Fig. 1: placement by cell class
Bar = 10 um.
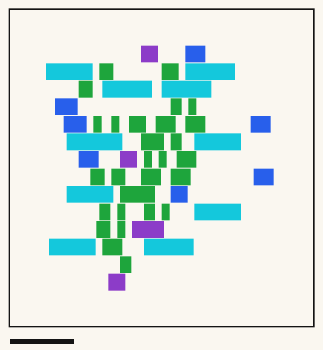
Fig. 2: the metal 1 layer
Bar = 10 um. Supply wires on this layer in gray. Cells faint in the background.
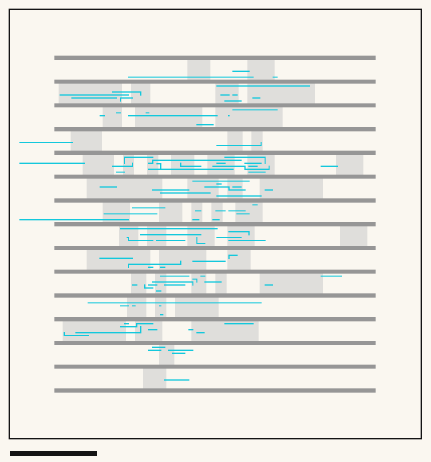
[src/rtl/debounce_sync_pkg.sv]
// Shared definitions for the switch debouncer: FSM state encodings and
// default qualification parameters.
package debounce_sync_pkg;

    typedef enum logic [1:0] {
        ST_IDLE_LOW  = 2'd0,
        ST_WAIT_HIGH = 2'd1,
        ST_IDLE_HIGH = 2'd2,
        ST_WAIT_LOW  = 2'd3
    } state_t;

    localparam int unsigned DEF_STABLE_CYCLES = 4;
    localparam int unsigned DEF_CNT_W         = 3;

endpackage

[src/rtl/debounce_sync_sync_2ff.sv]
// Two-stage synchronizer bringing an asynchronous level into the clk domain.
// Kept standalone so other switch-sampling blocks can reuse it.
module sync_2ff (
    input  logic clk,
    input  logic rst,
    input  logic a,
    output logic y
);

    logic s1;

    always_ff @(posedge clk) begin
        if (rst) begin
            s1 <= 1'b0;
            y  <= 1'b0;
        end else begin
            s1 <= a;
            y  <= s1;
        end
    end

endmodule

[src/rtl/debounce_sync.sv]
// Switch debouncer: synchronizer, stability counter and four-state FSM that
// produces a registered clean level plus one-cycle rise/fall pulses.
module debounce_sync
    import debounce_sync_pkg::*;
#(
    parameter int unsigned STABLE_CYCLES = DEF_STABLE_CYCLES,
    parameter int unsigned CNT_W         = DEF_CNT_W
) (
    input  logic clk,
    input  logic rst,
    input  logic raw_in,
    output logic d_out,
    output logic rise_pulse,
    output logic fall_pulse,
    output logic busy
);

    localparam logic [CNT_W-1:0] LAST = CNT_W'(STABLE_CYCLES - 1);

    logic             s;
    state_t           state, state_nxt;
    logic [CNT_W-1:0] cnt, cnt_nxt;
    logic             d_nxt, rise_nxt, fall_nxt;

    sync_2ff u_sync (
        .clk (clk),
        .rst (rst),
        .a   (raw_in),
        .y   (s)
    );

    always_ff @(posedge clk) begin
        if (rst) begin
            state      <= ST_IDLE_LOW;
            cnt        <= '0;
            d_out      <= 1'b0;
            rise_pulse <= 1'b0;
            fall_pulse <= 1'b0;
        end else begin
            state      <= state_nxt;
            cnt        <= cnt_nxt;
            d_out      <= d_nxt;
            rise_pulse <= rise_nxt;
            fall_pulse <= fall_nxt;
        end
    end

    // Any reversal of s inside a WAIT state abandons qualification and
    // clears the counter, so cnt can never run past LAST.
    always_comb begin
        state_nxt = state;
        cnt_nxt   = cnt;
        d_nxt     = d_out;
        rise_nxt  = 1'b0;
        fall_nxt  = 1'b0;
        case (state)
            ST_IDLE_LOW: begin
                if (s) begin
                    state_nxt = ST_WAIT_HIGH;
                    cnt_nxt   = '0;
                end
            end
            ST_WAIT_HIGH: begin
                if (!s) begin
                    state_nxt = ST_IDLE_LOW;
                    cnt_nxt   = '0;
                end else if (cnt == LAST) begin
                    state_nxt = ST_IDLE_HIGH;
                    cnt_nxt   = '0;
                    d_nxt     = 1'b1;
                    rise_nxt  = 1'b1;
                end else begin
                    cnt_nxt = cnt + CNT_W'(1);
                end
            end
            ST_IDLE_HIGH: begin
                if (!s) begin
                    state_nxt = ST_WAIT_LOW;
                    cnt_nxt   = '0;
                end
            end
            ST_WAIT_LOW: begin
                if (s) begin
                    state_nxt = ST_IDLE_HIGH;
                    cnt_nxt   = '0;
                end else if (cnt == LAST) begin
                    state_nxt = ST_IDLE_LOW;
                    cnt_nxt   = '0;
                    d_nxt     = 1'b0;
                    fall_nxt  = 1'b1;
                end else begin
                    cnt_nxt = cnt + CNT_W'(1);
                end
            end
            default: begin
                state_nxt = ST_IDLE_LOW;
                cnt_nxt   = '0;
            end
        endcase
    end

    assign busy = (state == ST_WAIT_HIGH) || (state == ST_WAIT_LOW);

endmodule

[config.mk]
export PLATFORM = sky130hd
export DESIGN_NAME = debounce_sync
export DESIGN_NICKNAME = d
export VERILOG_FILES = /design/src/rtl/debounce_sync_pkg.sv /design/src/rtl/debounce_sync_sync_2ff.sv /design/src/rtl/debounce_sync.sv
export SDC_FILE = /design/constraint.sdc
export NUM_CORES = 1
export LEC_CHECK = 0
export ABC_CLOCK_PERIOD_IN_PS = 1200
export CAP_MARGIN = 10
export CELL_PAD_IN_SITES_DETAIL_PLACEMENT = 1
export CELL_PAD_IN_SITES_GLOBAL_PLACEMENT = 1
export CORE_AREA = 5 5 42 44
export CTS_BUF_LIST = sky130_fd_sc_hd__clkbuf_4 sky130_fd_sc_hd__clkbuf_8 sky130_fd_sc_hd__clkbuf_16
export DETAILED_ROUTE_END_ITERATION = 6
export DIE_AREA = 0 0 47 49
export GPL_ROUTABILITY_DRIVEN = 0
export GPL_TIMING_DRIVEN = 0
export MAX_ROUTING_LAYER = met4
export PLACE_DENSITY = 0.59
export REMOVE_ABC_BUFFERS = 1
export SLEW_MARGIN = 20
export SYNTH_ARGS = -nofsm -noshare
export SYNTH_HDL_FRONTEND = slang
export SYNTH_SLANG_ARGS = --single-unit
[constraint.sdc]
create_clock -name clk -period 1.2 [get_ports clk]
set_input_delay 0.12 -clock clk [delete_from_list [all_inputs] [get_ports clk]]
set_output_delay 0.12 -clock clk [all_outputs]
set_load 0.005 [all_outputs]
==> metrics.csv <==
stage,metric,value,unit
finish,portion of the layout cell area used by clock cells,0.0716,
worst_setup_path,Critical Setup Path Class,reg2reg,
routing,post-route met1 wirelength,320,um
power_and_ir_drop,sequential group share of total power,0.497,
clocking,CTS H-tree lvls,1,
worst_setup_path,reg-to-reg setup timing slack,0.04,ns
global_routing,number of global-route vias before repair,344,
routing,Via-to-Cell Ratio,4.95,
worst_hold_path,worst min path class,in2reg,
finish,FFs & Latches,10,
finish,flip-flop and latch area,209,um^2
finish,total inserted antenna cells,0,
clocking,Worst-path clk slew,0.07,ns
finish,Final Core Density,0.362,
worst_setup_path,Arrival @ worst endpoint,1.34,ns
global_routing,initial antenna violation count,0,
worst_hold_path,Hold Crit Start,raw_in,
routing,number of vias after detailed routing,322,
placed_design,placed instance area,453,um^2
finish,filler instances,176,
clocking,Bufs on Longest Clock Path,2,
run_status,outcome,"finished, final reports clean",
synth,post-synth design cell area,380,um^2
power_and_ir_drop,static power due to leakage,0.204,nW
routing,residual DRC count,0,
finish,multi-input combinational area share,0.331,
finish,post-route design area,507,um^2
power_and_ir_drop,VDD IR-drop max,0.485,mV
timing,worst hold slack across all endpoints,0.397,ns
routing,highest routing layer actually used,met4,
power_and_ir_drop,Switching Share,0.218,
placed_design,input/output buffers,6,
synth,yosys stat area,380,um^2
finish,CLK BUF,4,
timing,number of setup violations in the final report,0,
worst_setup_path,worst setup path endpoint,cnt[0]$_SDFFE_PP0P_,
synth,top cells by count,"10 x sky130_fd_sc_hd__dfxtp_1, 3 x sky130_fd_sc_hd__a21oi_1, 3 x sky130_fd_sc_hd__inv_1, 3 x sky130_fd_sc_hd__nor2_1",
synth,yosys cell count,40,
finish,non-clk buf share,0.123,
power_and_ir_drop,Comb. pwr,32.7,uW
clocking,total number of clock tree sinks,10,
floorplanning,number of rows created at floorplan,14,
timing,Peak Freq,859,MHz
routing,met2 routed wirelength,390,um
worst_setup_path,CP required,1.37,ns
finish,sequential share of cell area,0.412,
clocking,CTS root buf,sky130_fd_sc_hd__clkbuf_4,
worst_setup_path,cells along the critical path,xor2_1 > or2_1 > o32ai_1,
finish,Logic area,168,um^2
timing,Final Worst Setup Slack,0.0359,ns
routing,overall routed net length,789,um
synth,average size of a mapped cell,9.51,um^2
Notes on Fig. 1 above:
legend:
  all other logic:
    color: green
    cells: 28
  other buffers and delay cells:
    color: blue
    cells: 7
  clock drivers and dummy loads:
    color: purple
    cells: 4
  flip-flops:
    color: cyan
    cells: 10

Notes on Fig. 2 above:
longest straight run: 19.8 um
wire length on this layer: 320 um
nets with wire on the layer: 47

## kinds of logic (layout without fill, tap and decap cells)
group,Yosys count,after routing,synth area share
and+or+nand+nor,15,15,0.237
DFF,10,10,0.526
AOI/OAI and AO/OA,8,8,0.132
buffers and inverters,5,14,0.0493
adders and majority gates,1,1,0.0329
xor gates and xnor gates,1,1,0.0230
## critical path: cells and delay by family (launching register included)
kind,cells,cell delay (ns)
AND-OR/OR-AND,1,0.24
XOR/XNOR,1,0.20
flip-flops,1,0.35
AND/OR/NAND/NOR,1,0.26
## repair_timing
item	in CTS	in global routing
setup buffers	0	1
endpoints found under the setup margin	4	6
pin swaps	0	1
gates resized	7	6
## registers in the layout, summed over array words and instances, names as in the netlist, named ones only
register    cells
rise_pulse      1
d_out           1
state           1
cnt             3
u_sync.y        1
fall_pulse      1
u_sync.s1       1
Power is estimated from default activity; no workload was simulated.
